==> config.mk <==
export PLATFORM = sky130hd
export DESIGN_NAME = move_io_control_unit
export DESIGN_NICKNAME = d
export VERILOG_FILES = /design/src/rtl/move_io_control_unit.sv
export SDC_FILE = /design/constraint.sdc
export NUM_CORES = 1
export LEC_CHECK = 0
export CORE_MARGIN = 2
export CORE_UTILIZATION = 22
export CTS_BUF_LIST = sky130_fd_sc_hd__clkbuf_4
export DETAILED_ROUTE_END_ITERATION = 6
export PLACE_DENSITY_LB_ADDON = 0.15
export SYNTH_ARGS = -nofsm -noshare
export SYNTH_HDL_FRONTEND = slang
export SYNTH_SLANG_ARGS = --single-unit
==> constraint.sdc <==
create_clock -name clk -period 1.2 [get_ports clk]
set_input_delay 0.12 -clock clk [delete_from_list [all_inputs] [get_ports clk]]
set_output_delay 0.12 -clock clk [all_outputs]
set_load 0.02 [all_outputs]
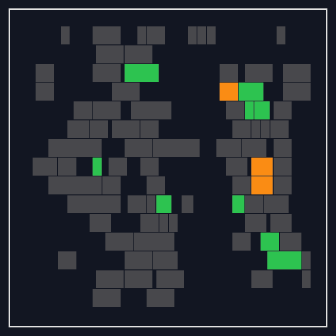
logic_types.png
legend:
  green:
    family: NAND gates
    cells: 9
  orange:
    family: inverting AOI/OAI gates
    cells: 3
fraction of area in multi-input gates: 0.383
Post-Layout Cell Count: 104
Commonest Layout Cell: buf_4

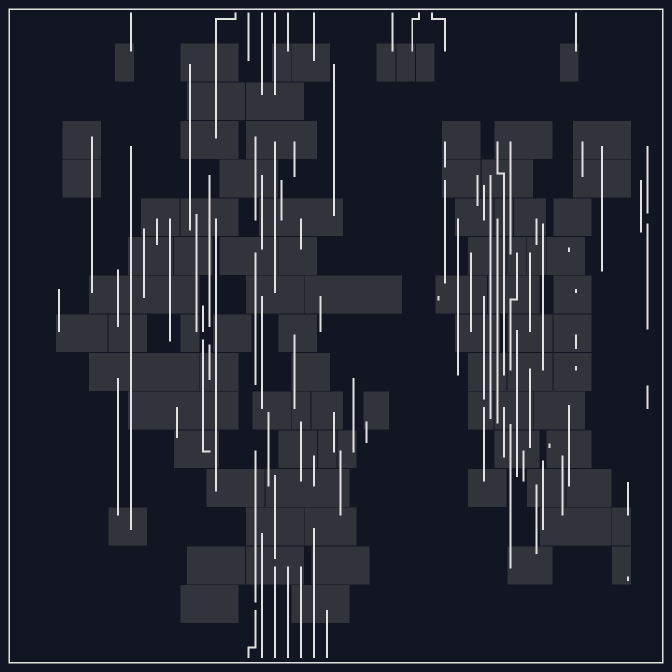
layer_met2.png
main direction: vertical
share of all routed wire: 56%
nets with wire on the layer: 84
GR met2 Demand/Resource: 0.181
vias: 411

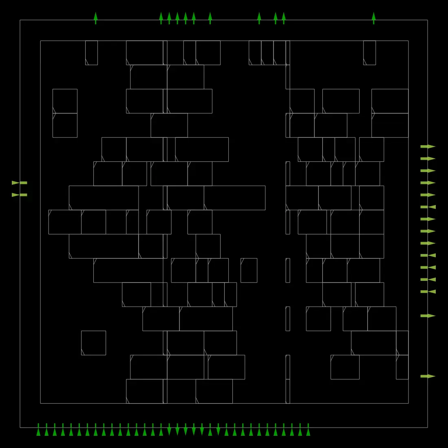
placement.png
flip-flops: 3
tap cells: 17
fill count: 177
core area: 1690 µm²

==> summary.txt <==
yosys + openroad results -> run status finished with violations, failing checks setup timing, ys cells ~53, largest family of logic cells by area simple AND/OR/NAND/NOR gates, initial antenna violation count 0, crit end category output pin, design area approximately 800 µm², drt initial violations 1, Mapped Cells between 50 and 60, Bufs and invs on worst path 1, register share after synthesis 0.156, largest net degree at the start of global routing 5, RSZ-0062 raised after global routing yes, first-pass iteration count of the detailed router 3, combinational gates 39, NumNets Final ~120, Post-CTS Setup Bufs 1, area fraction in mux cells 0, worst setup margin -162 ps, Flop area between 60 and 70 µm², Area growth syn-to-layout 104%, DP Cell Count roughly 99, TNS Setup -1280 ps, Sink Count 3, Non-clk bufs roughly 40, post-route DRC violation count 0, Num CTS Buffers 3, hold path depth 2, gp weighted congestion ~0.76, Clock Latency Late Sink between 200 and 250 ps, vias per inst slightly below 4, Max-area cell share 0.312, HP Class in2reg, Placed Area 696 µm², clock transition at the registers of the reported paths approximately 40 ps, Total GRT Usage 0.103, DP HPWL ~800 µm, largest class non-clock buffers, XOR Share, Synth 0.0455, fraction of area in registers 0.0811, number of synthesized register bits 3, CP Depth 4, most numerous cell in the Yosys netlist buf_4, Final Total Pwr 702 µW, post-layout period usage of the worst path 1.14, r2r setup slk approximately 60 ps, Synth Area in Adders 0, first-pass GRT wire length ~1500 µm, Post-CTS Hold Fix Bufs 0, CP peak stage delay 340 ps, synthesized area per cell slightly above 7 µm², share of post-route cells with drive strength above 1 0.667, CTS tree done, Logic inverters 1, synthesis area per yosys between 300 and 400 µm², clk_skew just over 0.03 ps, clock buf count 4, Post-Syn Area around 390 µm², Cell Rows 15, Post-synth EDFFs 0, Final Hold Slack 477 ps, clk cell area share 0.0382, maximum VDD drop about 0.57 mV, IO Pins between 60 and 70, CP arrival 1240 ps, # H-tree levels 1, Reg2Reg Depth 5, main flop type dfxtp_1, Layout non-clock buf frac 0.466, final WL around 960 µm, Yosys warning total 0, CP startpoint kind flop, Simple-Gate Area Share 0.386, OpenROAD warning count between 50 and 60, Root Driver clkbuf_4, cell breakdown of the critical path nor3b_4 > nand2_2 > nor3_2 > buf_4, Slew Limit Fails 0, WS Path Type reg2out, max-cap viol count 0, Layout Utilization 0.466, PwrDens 892 nW/µm², DIE AREA approximately 2100 µm², Cell area leaders buf_4 31%, dfxtp_1 16%, nor2_1 6.8%, Pleak between 0.3 and 0.4 nW, number of global-route vias before repair about 400, ANT cells 0, worst path required time ~1100 ps, gr ovfl total 0, final tally of hold violations 0, GRT met1 Usage 0.104, PortBufs 26, post-CTS resize count around 120, yosys aoi share 0.0682, minimum clock period about 1400 ps, post-synth top area cell buf_4, Crit path max-delay family simple AND/OR/NAND/NOR gates, ys async rst share 0, Critical Path Fanout Max 4, DR WL/cell between 9 and 10 µm, Distinct cells, synth 22, chip height 45.9 µm, deepest clock path buffer count 2, logic area 302 µm², max reg flops 3, Fmax between 700 and 800 MHz, FP Util 0.228, slowest library cell on the worst path dfxtp_2, final antenna-violating net count 0, commonest cells in the netlist 16 x buf_4, 7 x nor2_1, 3 x dfxtp_1, 3 x nand2b_1, routing usage on met3 0.0278, final setup violation count 17
==> layer usage <==
layer	routed length, µm	up-vias
li1	-	214
met1	338	180
met2	531	17
met3	85	0
met4	0	0
met5	0	-
==> cells in the final DEF (no fill, tap or decap), types with 2 or more instances in the layout <==
cell type / count
nor2_4: 4
clkdlybuf4s50_1: 4
nor2_1: 4
dfxtp_2: 3
conb_1: 8
nand2b_4: 2
a21oi_2: 2
or2_4: 2
nand2_1: 2
buf_6: 14
clkbuf_4: 4
dlygate4sd2_1: 3
buf_4: 19
==> power breakdown <==
group,switching (mW),total [mW],leakage [nW],internal (mW)
Clock,0.0511,0.198,0.0184,0.147
Sequential,0.0124,0.125,0.0258,0.113
Combinational,0.189,0.379,0.312,0.189
Power figures rest on the tool's default switching activity, not on a simulated workload.
